Figure 1. Floorplan with the power grid (run 1).
(4 px per um) Pins as bars on the die edge.
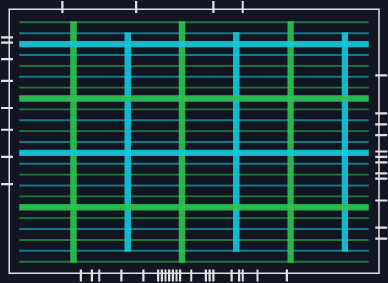
Figure 2. Cell classes on the final placement (run 1).
(3 px per um) Fill, decap, tap and diode cells in gray.
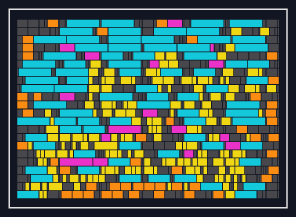
Figure 3. Routed clock nets over the placement (run 1).
(6 px per um)
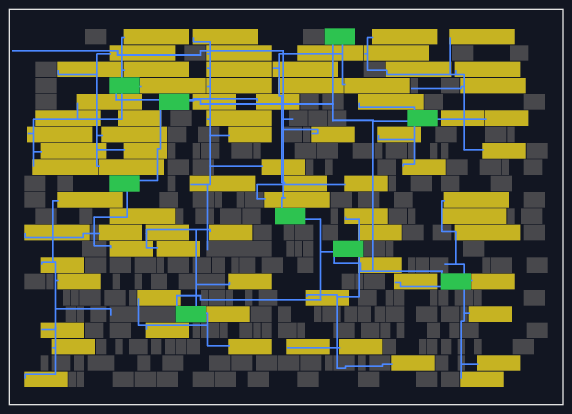
Figure 4. Wiring by layer (run 1).
(4 px per um) Only two layers are drawn.
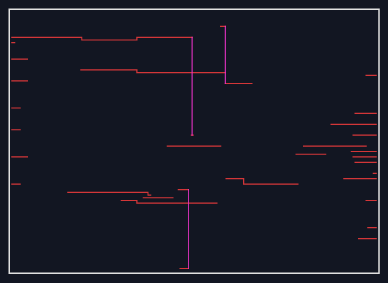
--- src/rtl/maj_chain_pipe.sv ---
// maj_chain_pipe: a chain of STAGES bitwise majority stages, one register rank
// per stage. Each rank carries a valid bit. The whole chain advances together
// whenever the output is empty or being consumed, so bubbles stay in place.
// Per-stage 3-bit inversion masks can be written only while the chain is idle.

// One majority stage: optionally inverts each operand, then takes the bitwise
// majority. The operands are ordered (side x, side y, carry); for stage 0 they
// are (a, b, c).
module maj_stage #(
    parameter int W = 1
) (
    input  logic [W-1:0] p,
    input  logic [W-1:0] q,
    input  logic [W-1:0] s,
    input  logic [2:0]   inv,
    output logic [W-1:0] r
);
    logic [W-1:0] pi;
    logic [W-1:0] qi;
    logic [W-1:0] si;

    // Apply the replicated mask bits, then compute the bitwise majority.
    always_comb begin
        pi = p ^ {W{inv[0]}};
        qi = q ^ {W{inv[1]}};
        si = s ^ {W{inv[2]}};
        r  = (pi & qi) | (pi & si) | (qi & si);
    end
endmodule

module maj_chain_pipe #(
    parameter  int STAGES = 6,
    parameter  int W      = 1,
    localparam int SW     = (STAGES > 2) ? $clog2(STAGES) : 1
) (
    input  logic                    clk,
    input  logic                    rst_n,
    input  logic                    in_valid,
    output logic                    in_ready,
    input  logic [W-1:0]            in_a,
    input  logic [W-1:0]            in_b,
    input  logic [W-1:0]            in_c,
    input  logic [(STAGES-1)*W-1:0] in_x,
    input  logic [(STAGES-1)*W-1:0] in_y,
    output logic                    out_valid,
    input  logic                    out_ready,
    output logic [W-1:0]            out_w,
    input  logic                    cfg_we,
    input  logic [SW-1:0]           cfg_stage,
    input  logic [2:0]              cfg_inv,
    output logic                    cfg_err,
    output logic                    busy,
    output logic [15:0]             out_count
);
    // The limit is one bit wider than the index so that power-of-two STAGES
    // still gives a meaningful compare.
    localparam logic [SW:0] STG_LIM = (SW+1)'(STAGES);

    logic                         adv;
    logic                         cfg_ok;
    logic [STAGES-1:0]            vld;
    logic [STAGES-1:0][W-1:0]     data;
    logic [STAGES-1:0][W-1:0]     nxt;
    logic [STAGES-1:0][2:0]       mask;
    logic [15:0]                  cnt;
    logic                         err_q;

    // The chain moves only as a whole. A stalled output freezes every rank.
    assign adv       = ~out_valid | out_ready;
    assign in_ready  = adv;
    assign out_valid = vld[STAGES-1];
    assign out_w     = data[STAGES-1];
    assign busy      = |vld;
    assign cfg_err   = err_q;
    assign out_count = cnt;

    // A mask write is legal only when nothing is in flight or arriving, so a
    // token never sees masks change partway down the chain.
    assign cfg_ok = cfg_we & ~busy & ~in_valid & ({1'b0, cfg_stage} < STG_LIM);

    // Stage 0 takes its operands directly from the input port.
    maj_stage #(.W(W)) u_stage0 (
        .p   (in_a),
        .q   (in_b),
        .s   (in_c),
        .inv (mask[0]),
        .r   (nxt[0])
    );

    // Stages 1..STAGES-1. Each stage owns a k-deep delay line for its side
    // operands. The line is loaded at acceptance and shifts with the chain, so
    // the slice arrives in step with the token that brought it.
    for (genvar k = 1; k < STAGES; k++) begin : g_stage
        logic [k-1:0][W-1:0] xd;
        logic [k-1:0][W-1:0] yd;

        // Shift the side operands alongside the valid/data ranks.
        always_ff @(posedge clk) begin
            if (adv) begin
                xd[0] <= in_x[(k-1)*W +: W];
                yd[0] <= in_y[(k-1)*W +: W];
                for (int i = 1; i < k; i++) begin
                    xd[i] <= xd[i-1];
                    yd[i] <= yd[i-1];
                end
            end
        end

        maj_stage #(.W(W)) u_stage (
            .p   (xd[k-1]),
            .q   (yd[k-1]),
            .s   (data[k-1]),
            .inv (mask[k]),
            .r   (nxt[k])
        );
    end

    // Valid shift register. Bubbles shift along with tokens, and reset drops
    // everything in flight.
    always_ff @(posedge clk) begin
        if (!rst_n)
            vld <= '0;
        else if (adv)
            vld <= {vld[STAGES-2:0], in_valid};
    end

    // Data ranks load the masked majority results. Their reset value is
    // irrelevant because the valid bits qualify them.
    always_ff @(posedge clk) begin
        if (adv)
            data <= nxt;
    end

    // Mask registers. Reset returns the block to a plain majority chain.
    always_ff @(posedge clk) begin
        if (!rst_n) begin
            mask <= '0;
        end else if (cfg_ok) begin
            for (int k = 0; k < STAGES; k++)
                if (cfg_stage == SW'(k))
                    mask[k] <= cfg_inv;
        end
    end

    // A rejected write pulses cfg_err in the following cycle.
    always_ff @(posedge clk) begin
        if (!rst_n)
            err_q <= 1'b0;
        else
            err_q <= cfg_we & ~cfg_ok;
    end

    // Count completed output handshakes. The counter wraps naturally at 16 bits.
    always_ff @(posedge clk) begin
        if (!rst_n)
            cnt <= '0;
        else if (out_valid & out_ready)
            cnt <= cnt + 16'd1;
    end
endmodule

--- config.mk ---
export PLATFORM = sky130hd
export DESIGN_NAME = maj_chain_pipe
export DESIGN_NICKNAME = d
export VERILOG_FILES = /design/src/rtl/maj_chain_pipe.sv
export SDC_FILE = /design/constraint.sdc
export NUM_CORES = 1
export LEC_CHECK = 0
export CAP_MARGIN = 25
export CORE_ASPECT_RATIO = 0.7
export CORE_MARGIN = 2
export CORE_UTILIZATION = 55
export DETAILED_ROUTE_END_ITERATION = 10
export PLACE_DENSITY_LB_ADDON = 0.1
export SLEW_MARGIN = 20
export SYNTH_ARGS = -nofsm -noshare
export SYNTH_HDL_FRONTEND = slang
export SYNTH_SLANG_ARGS = --single-unit
--- constraint.sdc ---
create_clock -name clk -period 2.85 [get_ports clk]
set_input_delay 0.57 -clock clk [delete_from_list [all_inputs] [get_ports clk]]
set_output_delay 0.57 -clock clk [all_outputs]
set_load 0.005 [all_outputs]
==> Slide: Implementation Results, run 1 <==
Flow Results at a Glance

Pwr
  • Leak Pwr: about 1.5 nW
  • Power Density: 592.4 nW/um2
  • Switch share: 0.2059
  • Maximum vdd drop: 0.3218 mV

Place
  • Cells after DPL: 355
  • Detailed Place HPWL: 3429 um
  • Port buffer count: 44

Timing
  • Max Freq: roughly 370 MHz
  • Final setup fails: 0
  • Crit path time final: 2.719 ns

Synth
  • Area share, top type: 0.3621
  • Yosys cell count: 243
  • And+or+nand+nor area frac: 0.1454
  • Mapped Nets: 268
  • Synth cell count leaders: 41 x dfxtp_1, 36 x edfxtp_1, 31 x nand2_1
  • Mux area share: 0.08382
  • Gate Count Post-Synth: between 200 and 250
  • Post-Syn Area: 2985 um2

Worst setup path
  • Buffers & Inverters on Critical Path: 1
  • Register-to-Register Path Depth: 4
  • Startpoint types: flop
  • Crit. path cell count: 3
  • CP Max Fanout: 3
  • Critical path's top delay family: simple AND/OR/NAND/NOR gates
  • CP peak stage delay: 0.56 ns

Outcome
  • Outcome: completed

Drt
  • ANT nets after route: 0
  • Via/cell ratio: 4.930
  • DR iter-0 viols: 108

Clock network
  • Clock tree sinks: 77
  • Quantity of gates resized following cts: 0
  • Clk buf depth: 2
  • Hold-fix buffers, CTS: 0

Layout
  • Final Instance Count excl. Fillers: 371
  • Layout area overhead: 25.10%
  • Layout cells sized above 1: 0.07023
  • Comb. cell area: 1042 um2

GRT
  • First-pass GRT wire length: 8148 um
  • Grt total ovfl: 0
  • Largest net degree at the start of global routing: 37

Floorplan
  • Core area: around 5200 um2
  • Die Y: 65.64 um
  • Number of placed I/O pins: 45
  • Core Util at FP: 0.5708
About Figure 1:
VSS -> green
VDD -> cyan
signal pins = 45
rows = 22
met5 straps = 4
met4 straps = 6

About Figure 2:
registers -> cyan  # cells 77, share of their area 52%
remaining logic cells -> yellow  # cells 159, share of their area 29%
remaining buffers and delay cells -> orange  # cells 47, share of their area 13%
clock drivers and dummy loads -> magenta  # cells 16, share of their area 6.1%

About Figure 3:
clock wires -> blue  # length 831 um
clock-net drivers -> green  # count 9
flip-flops -> yellow  # count 77
routed clock nets = 10
flops lie = spread over the die
Clock Skew: 0.008369 ns
power of the clock network: 0.890 mW
Insertion Delay late pin: 0.34 ns

About Figure 4:
M4 -> magenta  # wire length 58.5 um
M3 -> red  # wire length 283 um
Routed Wire Length: 4957 um
All-Layer GR Usage: 0.1820
detailed-route via count: 1829
routed len/inst: 13.36 um

run 1: flip-flops by register name, indices dropped and copies added (netlist names):
signal and count:
vld 6, mask 18, g_stage.yd 15, out_w 1, cfg_err 1, data 5
g_stage.xd 15, out_count 16
run 1: routing by layer:
metal,vias to the layer above,share of wire,track usage
met1,836,0.49,0.2506
li1,944,-,-
met5,-,0,0
met3,7,0.057,0.05963
met2,42,0.44,0.2601
met4,0,0.012,0.08955
run 1: path summary, 6_finish.rpt:
path / from / end / slack, ns
setup / recovery: vld[0]$_SDFFE_PN0P_ / busy / 0.13
setup reg to reg: vld[0]$_SDFFE_PN0P_ / mask[16]$_SDFFE_PN0P_ / 0.98
hold / removal: g_stage[5].xd[0]$_DFFE_PP_ / g_stage[5].xd[1]$_DFFE_PP_ / 0.42
hold reg to reg: g_stage[5].xd[0]$_DFFE_PP_ / g_stage[5].xd[1]$_DFFE_PP_ / 0.42
run 1: worst register-to-register path, delay by kind of cell (launching register included):
family / cells / cell delay (ns)
AND/OR/NAND/NOR: 3 / 1.24
flip-flops: 1 / 0.33
multiplexers: 1 / 0.19
run 1: logic make-up after synthesis:
| group | Yosys count |
|---|---|
| xor gates and xnor gates | 30 |
| and+or+nand+nor | 89 |
| DFF | 77 |
| muxes | 25 |
| AOI/OAI and AO/OA | 4 |
| buffers and inverters | 11 |
| adders and majority gates | 7 |
run 1: power by group through the flow:
stage	clock [mW]	sequential (mW)	combinational, mW
finish	0.890	1.21	0.109
global route	0.960	1.22	0.120
CTS	0.914	1.21	0.110
detailed placement	0	1.24	0.109
global placement	0	1.24	0.108
floorplan	0	1.23	0.0518
run 1: layout by cell type, fill, tap and decap left out, types with 2 or more instances in the layout:
master,n
bufinv_16,2
nor4_1,4
inv_1,4
maj3_1,6
clkdlybuf4s50_1,44
dfxtp_1,41
xnor2_1,8
edfxtp_1,36
a21oi_1,2
nand4_1,4
nor2_1,24
xor2_1,22
clkinv_4,3
mux2i_1,25
nand2b_1,3
clkbuf_8,9
buf_4,3
nor3_1,4
nand2_1,31
nand3_1,9
nand4b_1,2
run 1: area by class of cell:
type                       count  share of cell area
timing repair buffer          47              0.1240
sequential                    77              0.5092
clock inverter                 7             0.02647
tap                           72             0.02412
multi-input combinational    155              0.2791
inverter                       4            0.004020
clock buffer                   9             0.03317
run 1: through the flow:
| step | util | instance area (um2) | setup WS, ns | hold WS, ns | power [mW] |
|---|---|---|---|---|---|
| final | 0.7141 | 3735 | 0.1314 | 0.4161 | 2.213 |
| after global routing | 0.7141 | 3735 | 0.07687 | 0.4254 | 2.298 |
| after CTS | 0.7141 | 3735 | 0.1150 | 0.4217 | 2.238 |
| after detailed placement | 0.6715 | 3512 | 0.3758 | 0.4045 | 1.348 |
| after global placement | 0.6715 | 3512 | 0.4141 | 0.4005 | 1.345 |
| after floorplan | - | 2985 | 0.7037 | 0.4003 | 1.287 |
==> inputs of run 2 (changes only) <==
Settings changed: HOLD_SLACK_MARGIN set to 0.15.
Figure 5. Cell classes on the final placement (run 2).
(3 px per um) Fill, decap, tap and diode cells in gray.
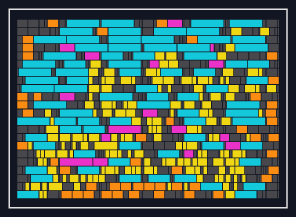
remaining logic cells -> yellow  # cells 159, share of their area 29%
clock drivers and dummy loads -> magenta  # cells 16, share of their area 6.1%
remaining buffers and delay cells -> orange  # cells 47, share of their area 13%
registers -> cyan  # cells 77, share of their area 52%

==> run 2 against run 1 <==
Compared with the run above:
- count of clock-buffer cells in the layout is the same
- hold slack is the same
- design area is the same
- wire length is the same
- critical endpoint unchanged
- largest cell class unchanged
==> Slide: Implementation Results, run 2 <==
Flow Results at a Glance

Worst setup path
  • Critical path class: reg2out
  • Critical R2R Launch: vld[0]$_SDFFE_PN0P_
  • CP Max Fanout: 3
  • CP peak stage delay: ~0.56 ns

Timing
  • Final setup fails: 0
  • Clock Skew: 0.008369 ns
  • Crit path time final: 2.719 ns
  • Fin Hold WS: 0.4161 ns
  • Max Freq: about 370 MHz

Outcome
  • Outcome: completed

Pwr
  • Power Density: about 590 nW/um2
  • Maximum vdd drop: ~0.32 mV
  • Leak Pwr: around 1.5 nW

Synth
  • Most frequent cell after synthesis: dfxtp_1
  • Synth Seq Share: 0.6370
  • Mapped Nets: between 200 and 300
  • Post-Syn Area: 2985 um2
  • Synth cell count leaders: 41 x dfxtp_1, 36 x edfxtp_1, 31 x nand2_1
  • Area share, top type: 0.3621

Layout
  • Layout area overhead: 25.10%
  • Largest Register: mask
  • Most frequent cells in the layout: 44 x clkdlybuf4s50_1, 41 x dfxtp_1, 36 x edfxtp_1
  • Max FFs per register: 18

GRT
  • Largest net degree at the start of global routing: 37
  • Grt total ovfl: 0
  • All-Layer GR Usage: 0.1820
  • First-pass GRT wire length: 8148 um

Floorplan
  • Die Y: 65.64 um
  • Core Util at FP: 0.5708
  • Die X: 92.06 um
  • Number of placed I/O pins: 45
  • Core area: 5230 um2

Clock network
  • Hold-fix buffers, CTS: 0
  • Clk buf depth: 2
  • Quantity of gates resized following cts: 0
  • Clock tree sinks: 77
  • Insertion Delay late pin: 0.34 ns

Min path
  • Hold Crit Start: g_stage[5].xd[0]$_DFFE_PP_

Drt
  • Via/cell ratio: 4.930
  • DR iter-0 viols: about 110
  • Routed len/inst: 13.36 um
  • Routed Wire Length: 4957 um
  • Detailed-route via count: 1829
  • ANT nets after route: 0

Place
  • Port buffer count: 44
  • Detailed Place HPWL: about 3400 um
## run 2: cell counts in the layout (fill, tap and decap cells not counted)
No cell type changed its count.
## run 2: cells by family (layout without fill, tap and decap cells)
| group | count (synthesis) | after routing | share of synthesized area |
|---|---|---|---|
| DFF | 77 | 77 | 0.6371 |
| xor gates and xnor gates | 30 | 30 | 0.08801 |
| muxes | 25 | 25 | 0.08382 |
| adders and majority gates | 7 | 7 | 0.02431 |
| and+or+nand+nor | 89 | 89 | 0.1454 |
| AOI/OAI and AO/OA | 4 | 4 | 0.007543 |
| buffers and inverters | 11 | 67 | 0.01383 |
## run 2: where the power goes
group | total [mW] | switching, mW | internal, mW
Combinational | 0.109 | 0.0469 | 0.0622
Sequential | 1.21 | 0.0157 | 1.20
Clock | 0.890 | 0.393 | 0.497
Total | 2.21 | 0.456 | 1.76
## run 2: worst max-delay path: cells and delay by family, from the launching register on
kind / cells / cell delay (ns)
AND/OR/NAND/NOR: 2 / 1.01
buffers and inverters: 1 / 0.46
flip-flops: 1 / 0.33
## run 2: final timing paths
kind	to	slack [ns]	cells after the start
worst max-delay path	busy	0.13	3
worst max register to register	mask[16]$_SDFFE_PN0P_	0.98	4
worst min register to register	g_stage[5].xd[1]$_DFFE_PP_	0.42	0
worst min-delay path	g_stage[5].xd[1]$_DFFE_PP_	0.42	0
## run 2: final cells by class
type                            count  area (um2)  share of cell area
Clock buffer                        9       123.9             0.03317
Clock inverter                      7       98.84             0.02647
Inverter                            4       15.01            0.004020
Multi-Input combinational cell    155        1042              0.2791
Sequential cell                    77        1902              0.5092
Tap cell                           72       90.09             0.02412
Timing Repair Buffer               47       462.9              0.1240
## run 2: stage by stage
stage	area, um2	setup slack, ns	total power, mW	std cells	utilization
3_5_place_dp	3512	0.3758	1.348	355	0.6715
3_3_place_gp	3512	0.4141	1.345	355	0.6715
4_1_cts	3735	0.1150	2.238	371	0.7141
5_1_grt	3735	0.07687	2.298	371	0.7141
6_report	3735	0.1314	2.213	371	0.7141
2_1_floorplan	2985	0.7037	1.287	243	-
## run 2: metal layers
layer	part of all wire	global-route usage
met2	0.44	0.2601
met1	0.49	0.2506
met5	0	0
met4	0.012	0.08955
met3	0.057	0.05963
Power and IR drop assume default switching activity.
